Run 1, sequential cells grouped by signal name:
Bar = 20 um.
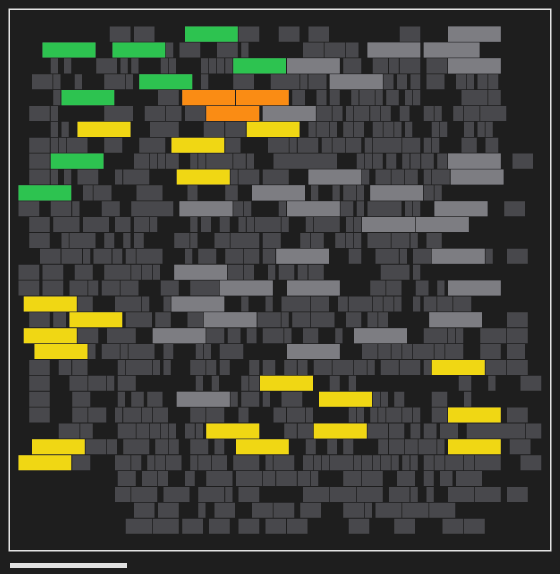
Run 1, drive-strength map:
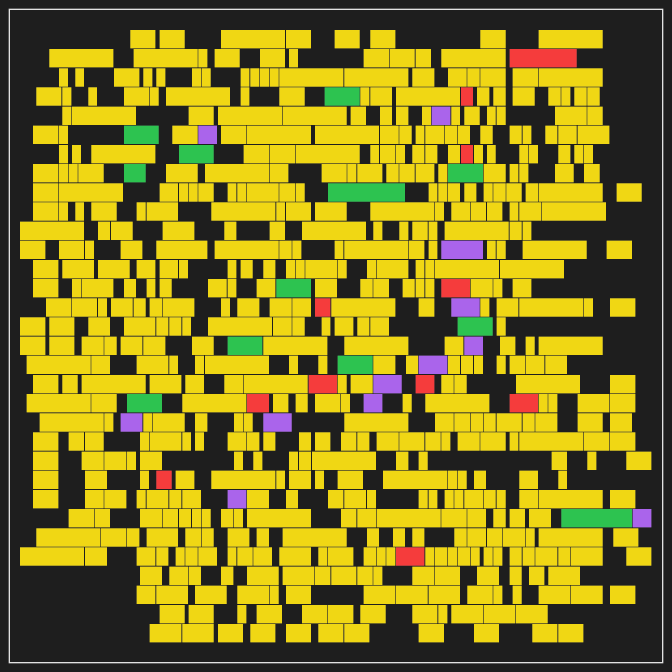
Run 1, clock network drawn from the DEF:
Bar = 20 um.
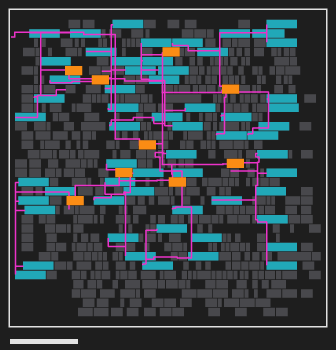
Run 1, wiring heat map:
19 x 19 tiles, from dark blue (low) to red (high), scaled to the fullest tile. Values are wire area over tile area, all layers added.
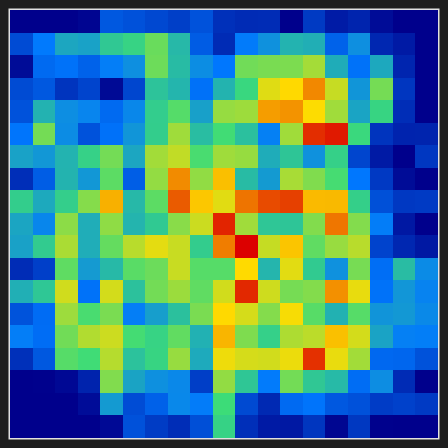
## config.mk

```make
export PLATFORM = sky130hd
export DESIGN_NAME = capture_readout_flat
export DESIGN_NICKNAME = d
export VERILOG_FILES = /design/src/rtl/capture_readout_pkg.sv /design/src/rtl/capture_readout_if.sv /design/src/rtl/capture_readout_strobe_sync.sv /design/src/rtl/capture_readout.sv /design/src/flat_wrapper.sv
export SDC_FILE = /design/constraint.sdc
export NUM_CORES = 1
export LEC_CHECK = 0
export CAP_MARGIN = 20
export CORE_UTILIZATION = 50
export DETAILED_ROUTE_END_ITERATION = 10
export GPL_TIMING_DRIVEN = 0
export PLACE_DENSITY = 0.79
export SLEW_MARGIN = 20
export SYNTH_ARGS = -nofsm -noshare
export SYNTH_HDL_FRONTEND = slang
export SYNTH_SLANG_ARGS = --single-unit
```

## constraint.sdc

```tcl
create_clock -name CLK -period 5.6 [get_ports CLK]
set_input_delay 1.12 -clock CLK [delete_from_list [all_inputs] [get_ports CLK]]
set_output_delay 1.12 -clock CLK [all_outputs]
set_load 0.05 [all_outputs]
```

## src/rtl/capture_readout_pkg.sv

```systemverilog
// Shared types and constants for the capture readout path.
package capture_readout_pkg;

  localparam int unsigned ADDR_W       = 18;
  localparam int unsigned DATA_W       = 8;
  localparam int unsigned SRAM_LAT_DEF = 2;
  localparam int unsigned SRAM_LAT_MAX = 7;
  localparam int unsigned LAT_W        = $clog2(SRAM_LAT_MAX + 1);

  typedef enum logic [2:0] {
    ST_IDLE,
    ST_ARM,
    ST_LOAD,
    ST_WAIT_STB,
    ST_FETCH,
    ST_PRESENT,
    ST_DONE
  } rd_state_t;

  // States in which a strobe edge is remembered for later service.
  function automatic logic holds_strobe(input rd_state_t s);
    return (s == ST_ARM) || (s == ST_LOAD) || (s == ST_FETCH) || (s == ST_PRESENT);
  endfunction

endpackage

```

## src/rtl/capture_readout_if.sv

```systemverilog
// Capture/MCU/SRAM signal bundle for the readout block.
interface capture_readout_if #(
  parameter int unsigned ADDR_W = capture_readout_pkg::ADDR_W,
  parameter int unsigned DATA_W = capture_readout_pkg::DATA_W
);
  logic              Write_Ready;
  logic [ADDR_W-1:0] Stop_Addr;
  logic [ADDR_W-1:0] WIN_DATA;
  logic              Read_Start;
  logic              RD_STROBE;
  logic [DATA_W-1:0] SRAM_DATA_A;
  logic [DATA_W-1:0] SRAM_DATA_B;
  logic [ADDR_W-1:0] SRAM_ADDR;
  logic              SRAM_OE_n;
  logic [DATA_W-1:0] DATA_OUT;
  logic              Data_Valid;
  logic              Read_Busy;
  logic              Read_Done;
  logic              Overrun;

  // Readout block side.
  modport slave (
    input  Write_Ready, Stop_Addr, WIN_DATA, Read_Start, RD_STROBE, SRAM_DATA_A, SRAM_DATA_B,
    output SRAM_ADDR, SRAM_OE_n, DATA_OUT, Data_Valid, Read_Busy, Read_Done, Overrun
  );

  // Capture control / MCU / SRAM side.
  modport master (
    output Write_Ready, Stop_Addr, WIN_DATA, Read_Start, RD_STROBE, SRAM_DATA_A, SRAM_DATA_B,
    input  SRAM_ADDR, SRAM_OE_n, DATA_OUT, Data_Valid, Read_Busy, Read_Done, Overrun
  );
endinterface

```

## src/rtl/capture_readout_strobe_sync.sv

```systemverilog
// Two-flop synchroniser plus rising-edge detect for an asynchronous MCU strobe.
module capture_readout_strobe_sync (
  input  logic CLK,
  input  logic nRST,
  input  logic async_in,
  output logic rise_c
);

  // [0] first sync stage, [1] second sync stage, [2] previous synced value
  logic [2:0] sync_q;

  // Shift the strobe through the synchroniser and history flop.
  always_ff @(posedge CLK or negedge nRST) begin
    if (!nRST) begin
      sync_q <= 3'b000;
    end else begin
      sync_q <= {sync_q[1:0], async_in};
    end
  end

  assign rise_c = sync_q[1] & ~sync_q[2];

endmodule

```

## src/rtl/capture_readout.sv

```systemverilog
// Replays a stopped capture window from sample SRAM to the MCU, oldest first,
// one sample per MCU read-strobe rising edge.
// Optional feature macro: READOUT_CHAN_B_EN (two samples per address, A then B).
module capture_readout
  import capture_readout_pkg::*;
#(
  parameter int unsigned SRAM_LAT = SRAM_LAT_DEF
) (
  input  logic             CLK,
  input  logic             nRST,
  capture_readout_if.slave bus
);

  rd_state_t         state_q;
  logic [ADDR_W-1:0] addr_q;
  logic [ADDR_W-1:0] remaining_q;
  logic [LAT_W-1:0]  lat_cnt_q;
  logic              pending_q;
  logic              oe_n_q;
  logic [DATA_W-1:0] data_q;
  logic              valid_q;
  logic              busy_q;
  logic              done_q;
  logic              overrun_q;

  logic              strobe_rise_c;
  logic              need_fetch_c;
  logic              advance_c;
  logic [DATA_W-1:0] present_data_c;

  capture_readout_strobe_sync u_strobe_sync (
    .CLK      (CLK),
    .nRST     (nRST),
    .async_in (bus.RD_STROBE),
    .rise_c   (strobe_rise_c)
  );

`ifdef READOUT_CHAN_B_EN
  logic              chan_b_q;
  logic [DATA_W-1:0] b_data_q;

  // B sample is captured alongside A and replayed on the following strobe.
  always_ff @(posedge CLK or negedge nRST) begin
    if (!nRST) begin
      chan_b_q <= 1'b0;
      b_data_q <= '0;
    end else if (state_q == ST_LOAD) begin
      chan_b_q <= 1'b0;
    end else if (state_q == ST_PRESENT) begin
      chan_b_q <= ~chan_b_q;
      if (!chan_b_q) begin
        b_data_q <= bus.SRAM_DATA_B;
      end
    end
  end

  assign need_fetch_c   = ~chan_b_q;
  assign advance_c      = chan_b_q;
  assign present_data_c = chan_b_q ? b_data_q : bus.SRAM_DATA_A;
`else
  logic unused_chan_b;

  assign need_fetch_c   = 1'b1;
  assign advance_c      = 1'b1;
  assign present_data_c = bus.SRAM_DATA_A;
  assign unused_chan_b  = ^bus.SRAM_DATA_B;
`endif

  // Readout sequencer with registered outputs.
  always_ff @(posedge CLK or negedge nRST) begin
    if (!nRST) begin
      state_q     <= ST_IDLE;
      addr_q      <= '0;
      remaining_q <= '0;
      lat_cnt_q   <= '0;
      pending_q   <= 1'b0;
      oe_n_q      <= 1'b1;
      data_q      <= '0;
      valid_q     <= 1'b0;
      busy_q      <= 1'b0;
      done_q      <= 1'b0;
      overrun_q   <= 1'b0;
    end else begin
      // One-deep strobe memory; a second edge while one is waiting is lost.
      if (strobe_rise_c && holds_strobe(state_q)) begin
        if (pending_q) begin
          overrun_q <= 1'b1;
        end else begin
          pending_q <= 1'b1;
        end
      end

      case (state_q)
        ST_IDLE, ST_DONE: begin
          // Any strobe edge seen here is discarded, including one coincident with Read_Start.
          if (bus.Read_Start) begin
            state_q   <= ST_ARM;
            busy_q    <= 1'b1;
            done_q    <= 1'b0;
            overrun_q <= 1'b0;
            valid_q   <= 1'b0;
            pending_q <= 1'b0;
          end
        end

        ST_ARM: begin
          if (bus.Write_Ready) begin
            state_q <= ST_LOAD;
          end
        end

        ST_LOAD: begin
          addr_q      <= bus.Stop_Addr - bus.WIN_DATA + ADDR_W'(1);
          remaining_q <= bus.WIN_DATA;
          if (bus.WIN_DATA == '0) begin
            state_q   <= ST_DONE;
            busy_q    <= 1'b0;
            done_q    <= 1'b1;
            pending_q <= 1'b0;
          end else begin
            state_q <= ST_WAIT_STB;
          end
        end

        ST_WAIT_STB: begin
          if (strobe_rise_c || pending_q) begin
            if (strobe_rise_c && pending_q) begin
              overrun_q <= 1'b1;
            end
            pending_q <= 1'b0;
            valid_q   <= 1'b0;
            if (need_fetch_c) begin
              state_q   <= ST_FETCH;
              oe_n_q    <= 1'b0;
              lat_cnt_q <= '0;
            end else begin
              state_q <= ST_PRESENT;
            end
          end
        end

        ST_FETCH: begin
          if (lat_cnt_q == LAT_W'(SRAM_LAT - 1)) begin
            state_q <= ST_PRESENT;
          end else begin
            lat_cnt_q <= lat_cnt_q + LAT_W'(1);
          end
        end

        ST_PRESENT: begin
          data_q  <= present_data_c;
          valid_q <= 1'b1;
          oe_n_q  <= 1'b1;
          if (advance_c) begin
            addr_q      <= addr_q + ADDR_W'(1);
            remaining_q <= remaining_q - ADDR_W'(1);
            if (remaining_q == ADDR_W'(1)) begin
              state_q   <= ST_DONE;
              busy_q    <= 1'b0;
              done_q    <= 1'b1;
              pending_q <= 1'b0;
            end else begin
              state_q <= ST_WAIT_STB;
            end
          end else begin
            state_q <= ST_WAIT_STB;
          end
        end

        default: begin
          state_q <= ST_IDLE;
          busy_q  <= 1'b0;
          oe_n_q  <= 1'b1;
        end
      endcase
    end
  end

  assign bus.SRAM_ADDR  = addr_q;
  assign bus.SRAM_OE_n  = oe_n_q;
  assign bus.DATA_OUT   = data_q;
  assign bus.Data_Valid = valid_q;
  assign bus.Read_Busy  = busy_q;
  assign bus.Read_Done  = done_q;
  assign bus.Overrun    = overrun_q;

endmodule

```

## src/flat_wrapper.sv

```systemverilog
// flat-port wrapper written by rule: the top's interface ports become plain ports
module capture_readout_flat import capture_readout_pkg::*;
#(
  parameter int unsigned SRAM_LAT = SRAM_LAT_DEF
)
  (CLK, nRST, bus_Write_Ready, bus_Stop_Addr, bus_WIN_DATA, bus_Read_Start, bus_RD_STROBE, bus_SRAM_DATA_A, bus_SRAM_DATA_B, bus_SRAM_ADDR, bus_SRAM_OE_n, bus_DATA_OUT, bus_Data_Valid, bus_Read_Busy, bus_Read_Done, bus_Overrun);
  capture_readout_if #(.ADDR_W(ADDR_W), .DATA_W(DATA_W)) bus_i ();
  input  logic CLK;
  input  logic nRST;
  input wire logic [$bits(bus_i.Write_Ready)-1:0] bus_Write_Ready;
  input wire logic [$bits(bus_i.Stop_Addr)-1:0] bus_Stop_Addr;
  input wire logic [$bits(bus_i.WIN_DATA)-1:0] bus_WIN_DATA;
  input wire logic [$bits(bus_i.Read_Start)-1:0] bus_Read_Start;
  input wire logic [$bits(bus_i.RD_STROBE)-1:0] bus_RD_STROBE;
  input wire logic [$bits(bus_i.SRAM_DATA_A)-1:0] bus_SRAM_DATA_A;
  input wire logic [$bits(bus_i.SRAM_DATA_B)-1:0] bus_SRAM_DATA_B;
  output wire logic [$bits(bus_i.SRAM_ADDR)-1:0] bus_SRAM_ADDR;
  output wire logic [$bits(bus_i.SRAM_OE_n)-1:0] bus_SRAM_OE_n;
  output wire logic [$bits(bus_i.DATA_OUT)-1:0] bus_DATA_OUT;
  output wire logic [$bits(bus_i.Data_Valid)-1:0] bus_Data_Valid;
  output wire logic [$bits(bus_i.Read_Busy)-1:0] bus_Read_Busy;
  output wire logic [$bits(bus_i.Read_Done)-1:0] bus_Read_Done;
  output wire logic [$bits(bus_i.Overrun)-1:0] bus_Overrun;
  assign bus_i.Write_Ready = bus_Write_Ready;
  assign bus_i.Stop_Addr = bus_Stop_Addr;
  assign bus_i.WIN_DATA = bus_WIN_DATA;
  assign bus_i.Read_Start = bus_Read_Start;
  assign bus_i.RD_STROBE = bus_RD_STROBE;
  assign bus_i.SRAM_DATA_A = bus_SRAM_DATA_A;
  assign bus_i.SRAM_DATA_B = bus_SRAM_DATA_B;
  assign bus_SRAM_ADDR = bus_i.SRAM_ADDR;
  assign bus_SRAM_OE_n = bus_i.SRAM_OE_n;
  assign bus_DATA_OUT = bus_i.DATA_OUT;
  assign bus_Data_Valid = bus_i.Data_Valid;
  assign bus_Read_Busy = bus_i.Read_Busy;
  assign bus_Read_Done = bus_i.Read_Done;
  assign bus_Overrun = bus_i.Overrun;
  capture_readout #(.SRAM_LAT(SRAM_LAT)) u_core (.CLK(CLK), .nRST(nRST), .bus(bus_i));
endmodule
```

==> impl_metrics.csv, run 1 <==
group,metric,value,unit
run_status,outcome,"complete, no violations",
finish,seq_share,28.2,%
placement,portBuffers,79,
finish,buffer_area_share,17.3,%
finish,drive_gt1_share,6.15,%
power,top_power_group,"combinational logic",
power,pg_comb,1.50,mW
synthesis,flop_cell,"dfrtp_1",
finish,largest_cell_class,"logic gates",
timing,setup_ws,1.84,ns
worst_setup_path,path_class,"primary input to flip-flop",
floorplan,fp_util,52.5,%
finish,flop_area,0.00148,mm^2
worst_setup_path,worst_setup_path_start_kind,"primary input",
finish,n_antenna_cell,0,
power,power_frac_comb,55.5,%
synthesis,postSynthCellCount,473,
worst_setup_path,r2r_cells,9,
finish,areaGrowthSynthToFinish,27.9,%
synthesis,yosysTopAreaCell,"dfrtp_1",
power,p_clk,395,uW
power,p_seq_share,29.9,%
finish,fillers,654,
synthesis,logic_family,"AND-OR/OR-AND gates",
synthesis,syn_nets,569,
worst_setup_path,cp-endpoint,"u_core.bus.SRAM_ADDR[17]",
power,p_leak,2.27,nW
clock_tree,postCtsHoldBufs,0,
global_route,grt_pass1_wl,17600,um
synthesis,area_leaders,"dfrtp_1 35%, ha_1 12%, nand2_1 5.0%",
worst_setup_path,timing.rr.start,"u_core.state_q[1]",
floorplan,io_pins,88,
power,p_sw_share,48.8,%
finish,comb_area_share,46.1,%
global_route,grt_antenna_before_repair,0,
timing,worstMarginPinSlew,0.742,ns
global_route,grtUsageMet3,5.67,%
worst_setup_path,r2r_slack,3.00,ns
worst_setup_path,crit_top_cell,"o21ai_0",
synthesis,syn_avg_cell_area,8.66,um^2
detailed_routing,drc,0,
timing,skew,0.0111,ns
floorplan,die-area,0.00856,mm^2
finish,layout_top_cells,"78 x clkdlybuf4s50_1, 58 x dfrtp_1, 55 x nand2_1, 43 x nor2_1, 38 x ha_1",
timing,finalHoldViolCount,0,
power,p_seq,806,uW
worst_hold_path,worstHoldStart,"u_core.u_strobe_sync.sync_q[0]",
synthesis,ys_area,0.00410,mm^2
synthesis,synthDistinctLibCells,60,
detailed_routing,top_layer,"met4",
job,drv_cap,0,
finish,nNetsFinal,660,
finish,nMultiInputCombCells,362,
timing,rsz0062_at_grt,"no",
synthesis,muxShareOfSynthArea,0.794,%
job,warnings,36,
timing,fin_setup_tns,0,ns
worst_setup_path,cp.required,5.80,ns
worst_setup_path,endpoint_kind,"flip-flop",
synthesis,synth-xor-area-share,3.63,%
clock_tree,clkTransAtPathRegs,0.07,ns
clock_tree,post_cts_buffers,0,
synthesis,ys_sh_aoi,23.5,%
detailed_routing,ant_nets,0,
global_route,grt_pass1_vias,3685,
clock_tree,clock_latency,0.34,ns
finish,mostFrequentLayoutCell,"clkdlybuf4s50_1",
power,powerDensity,515,mW/mm^2
finish,flops,59,
synthesis,ys_async_sr_fraction,100,%
timing,finalCriticalPeriod,3.76,ns
detailed_routing,drt_iter0_drc,283,
worst_setup_path,crit_arrival,3.96,ns
worst_setup_path,crit_start,"bus_WIN_DATA[0]",
clock_tree,tritoncts,"yes",
timing,slew_violations,0,
worst_setup_path,cp.depth,12,
synthesis,postSynthRegisterBits,59,
placement,place_ws,1.48,ns
synthesis,adder_share,12.1,%
clock_tree,clock_sinks,59,
detailed_routing,via_per_inst,5.92,
power,power.internal,1.38,mW
detailed_routing,firstDrtPassIters,5,
worst_setup_path,crit_fanout,3,
power,p_sw,1.32,mW
detailed_routing,wl_met2,5200,um
placement,dp_hpwl,8020,um
finish,combGateArea,0.00242,mm^2
timing,fin_crit_sh,67.1,%
detailed_routing,dr_wl_met3,760,um
power,peakVddDrop,276,uV
timing,relSlewSlack,50.1,%
synthesis,yosysWarnings,0,
worst_setup_path,path_cells,"clkdlybuf4s50_1 -> inv_1 -> ha_1 -> ha_1 -> fa_1 -> a211oi_1 -> o21ai_0 -> o211ai_1 -> o21ai_0 -> o31ai_1 -> mux2i_1 -> o21ai_0",
worst_setup_path,r2r-end,"u_core.bus.SRAM_ADDR[12]",
finish,layout.clock_buffers,9,
global_route,gr-usage-met1,35.2,%
floorplan,chipWidth,92.5,um
global_route,busiest_layer,"met2",
timing,setup_violations,0,
floorplan,row_count,32,
global_route,grtUsageTotal,26.4,%
clock_tree,cts_buffers,9,
floorplan,core_area,0.00781,mm^2
worst_setup_path,critPathTopFamily,"AND-OR/OR-AND gates",
global_route,grt_max_degree,57,
global_route,grt-ovfl-total,0,
synthesis,synth_area,0.00410,mm^2
global_route,use_met2,43.9,%
detailed_routing,wl_met1,4690,um
synthesis,yosys.area.top_type_share,35.4,%
worst_hold_path,min_to,"u_core.u_strobe_sync.sync_q[1]",
worst_setup_path,crit_buf_inv,2,
floorplan,die_h,92.5,um
worst_setup_path,critPathMaxStageDelay,0.53,ns
worst_setup_path,cp_slowest_cell,"clkdlybuf4s50_1",
worst_hold_path,min_path_cells,0,
timing,fmax,266,MHz
synthesis,ys_seq_share,36.1,%
clock_tree,htreeDepth,3,
power,p_clk_share,14.6,%
finish,n_all_inverters,29,
synthesis,ys_cells,473,
clock_tree,post_cts_resized,0,
finish,clk_share,3.84,%
power,p_total,2.70,mW
clock_tree,cts_root_buf,"clkbuf_8",
placement,gp_congestion,0.900,
finish,num-nonclk-buffers,103,
synthesis,simple_gate_share,19.1,%
finish,fin_util,67.1,%
clock_tree,clockBufferDepth,2,
detailed_routing,num_vias,3972,
floorplan,taps,102,
worst_hold_path,holdCritPathClass,"flip-flop to flip-flop",
synthesis,edf_count,0,
About 'sequential cells grouped by signal name':
legend:
  u_core.bus.DATA_OUT:
    colour: green
    sequential_cells: 8
    where: north-west
  u_core.bus.SRAM_ADDR:
    colour: yellow
    sequential_cells: 18
  u_core.u_strobe_sync.sync_q:
    colour: orange
    sequential_cells: 3
not coloured: 30

About 'drive-strength map':
legend:
  drive 2:
    colour: red
    cells: 11
  drive 3 to 4:
    colour: purple
    cells: 12
    most_used: clkinvlp_4
  drive 6 and up:
    colour: green
    cells: 12
    most_used: clkbuf_8
  drive 1 or less:
    colour: yellow
    cells: 534
    most_used: clkdlybuf4s50_1

About 'clock network drawn from the DEF':
legend:
  cells driving clock nets:
    colour: orange
    count: 9
  flip-flops:
    colour: cyan
    count: 59
  clock wires:
    colour: magenta
    length: 792 um
flops lie: spread over the die
routed clock nets: 10

About 'wiring heat map':
tiles over half the peak: 35%
densest ninth of the die: centre
nearly empty tiles: 8.3%
Routed wire per std cell: 16.1 um
Routed WL: 10,800 um

## run 1: metrics by stage
stage / hold WS, ns / cell area [um^2] / cells
after global placement: 0.332 / 5020 / 654
after CTS: 0.357 / 5240 / 671
after global routing: 0.368 / 5240 / 671
final: 0.354 / 5240 / 671
after floorplan: 0.331 / 4100 / 473
after detailed placement: 0.341 / 5040 / 655
## run 1: synth_stat cells, types with 4 or more instances
cell / instances
a221oi_1: 5
nand3_1: 6
nand4_1: 5
nor2_1: 43
o311ai_0: 4
o21ai_0: 29
a31oi_1: 5
ha_1: 38
nor3_1: 12
a311oi_1: 11
a211oi_1: 13
inv_1: 29
nor4_1: 6
clkbuf_1: 17
a21o_1: 5
dfrtp_1: 58
xor2_1: 5
nor2b_1: 5
xnor2_1: 12
o211ai_1: 14
nand2_1: 55
a21oi_1: 34
and3_1: 9
## Run 2: what changed since run 1
Clock period 5.6 ns to 3.9 ns, I/O delays scaled along.
==> impl_metrics.csv, run 2 <==
group,metric,value,unit
worst_setup_path,cp_slowest_cell,"clkdlybuf4s50_1",
finish,drive_gt1_share,6.15,%
detailed_routing,drt-total-wl,10800,um
worst_setup_path,r2r_cells,9,
synthesis,logic_family,"AND-OR/OR-AND gates",
synthesis,ys_seq_share,36.1,%
synthesis,yosysWarnings,0,
synthesis,ys_area,0.00410,mm^2
finish,nNetsFinal,660,
synthesis,synth_area,0.00410,mm^2
timing,fin_crit_sh,87.7,%
worst_setup_path,crit_fanout,3,
synthesis,yosys.area.top_type_share,35.4,%
placement,gp_congestion,0.900,
worst_setup_path,r2r_slack,1.30,ns
worst_setup_path,timing.rr.start,"u_core.state_q[1]",
run_status,outcome,"complete, no violations",
global_route,grt-ovfl-total,0,
timing,rsz0062_at_grt,"no",
timing,finalCriticalPeriod,3.42,ns
worst_hold_path,holdCritPathClass,"primary input to async pin",
detailed_routing,ant_nets,0,
worst_setup_path,cp.required,4.10,ns
clock_tree,clockBufferDepth,2,
global_route,grt_pass1_vias,3685,
floorplan,fp_util,52.5,%
power,power_frac_comb,55.5,%
synthesis,postSynthRegisterBits,59,
global_route,gr-usage-met1,35.2,%
timing,fmax,292,MHz
global_route,grt_max_degree,57,
job,drv_cap,0,
timing,finalHoldViolCount,0,
floorplan,row_count,32,
synthesis,simple_gate_share,19.1,%
synthesis,syn_avg_cell_area,8.66,um^2
power,top_power_group,"combinational logic",
finish,final_area,0.00524,mm^2
finish,areaGrowthSynthToFinish,27.9,%
power,pg_comb,2.15,mW
worst_setup_path,crit_arrival,3.62,ns
worst_setup_path,endpoint_kind,"flip-flop",
detailed_routing,dr_wl_met3,760,um
floorplan,core_area,0.00781,mm^2
finish,layout_top_cells,"78 x clkdlybuf4s50_1, 58 x dfrtp_1, 55 x nand2_1, 43 x nor2_1, 38 x ha_1",
timing,relSlewSlack,50.1,%
power,peakVddDrop,396,uV
synthesis,postSynthCellCount,473,
placement,dp_hpwl,8020,um
floorplan,io_pins,88,
floorplan,die-area,0.00856,mm^2
global_route,use_met2,43.9,%
global_route,busiest_layer,"met2",
clock_tree,post_cts_buffers,0,
synthesis,synth-xor-area-share,3.63,%
synthesis,ys_cells,473,
synthesis,ys_sh_aoi,23.5,%
power,p_sw,1.89,mW
detailed_routing,drc,0,
power,p_seq_share,29.9,%
worst_setup_path,worst_setup_path_start_kind,"primary input",
synthesis,yosysMostFrequentCell,"dfrtp_1",
power,power.internal,1.98,mW
detailed_routing,firstDrtPassIters,5,
synthesis,adder_share,12.1,%
worst_setup_path,critPathMaxStageDelay,0.53,ns
synthesis,flop_cell,"dfrtp_1",
finish,mostFrequentLayoutCell,"clkdlybuf4s50_1",
detailed_routing,wl_met2,5200,um
synthesis,ys_async_sr_fraction,100,%
power,powerDensity,739,mW/mm^2
finish,n_antenna_cell,0,
placement,place_ws,0.116,ns
synthesis,synthDistinctLibCells,60,
global_route,grtUsageMet3,5.67,%
clock_tree,tritoncts,"yes",
timing,fin_setup_tns,0,ns
global_route,grt_pass1_wl,17600,um
==> run 2: area by class of cell <==
type,count,area (um^2)
Inverter,29,109
Fill cell,654,2560
Multi-Input combinational cell,362,2420
Clock inverter,7,77.6
Tap cell,102,128
Buffer,23,92.6
Clock buffer,9,124
Sequential cell,59,1480
Timing Repair Buffer,80,816
==> run 2: through the flow <==
stage | hold slack [ns] | util, % | instances | total power, mW
after detailed placement | 0.341 | 64.6 | 655 | 3.29
after global routing | 0.222 | 67.1 | 671 | 4.12
final | 0.232 | 67.1 | 671 | 3.87
after CTS | 0.220 | 67.1 | 671 | 3.88
after global placement | 0.332 | 64.2 | 654 | 3.23
after floorplan | 0.331 | - | 473 | 2.61
Run 2, clock network drawn from the DEF:
Bar = 20 um.
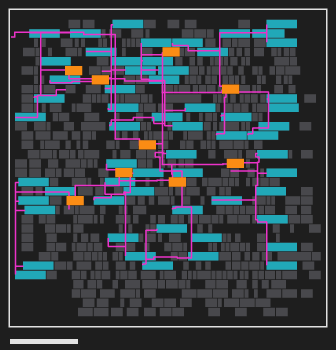
legend:
  cells driving clock nets:
    colour: orange
    count: 9
  flip-flops:
    colour: cyan
    count: 59
  clock wires:
    colour: magenta
    length: 792 um
routed clock nets: 10
flops lie: spread over the die
final setup skew: 0.0111 ns
Clk power: 567 uW
Latency at later pin: 0.34 ns
clock power share: 14.6%

Run 2, wiring heat map:
19 x 19 tiles, from dark blue (low) to red (high), scaled to the fullest tile. Values are wire area over tile area, all layers added.
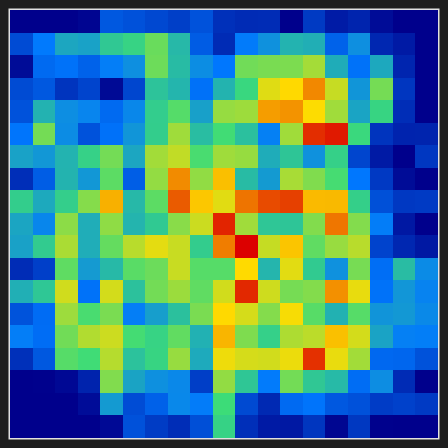
nearly empty tiles: 8.3%
mean over tiles: 0.20
tiles over half the peak: 35%
emptiest ninth of the die: north-west
fullest tile: 0.53
DR vias: 3,972
GRT Util Overall: 26.4%

Power and IR drop assume default switching activity.
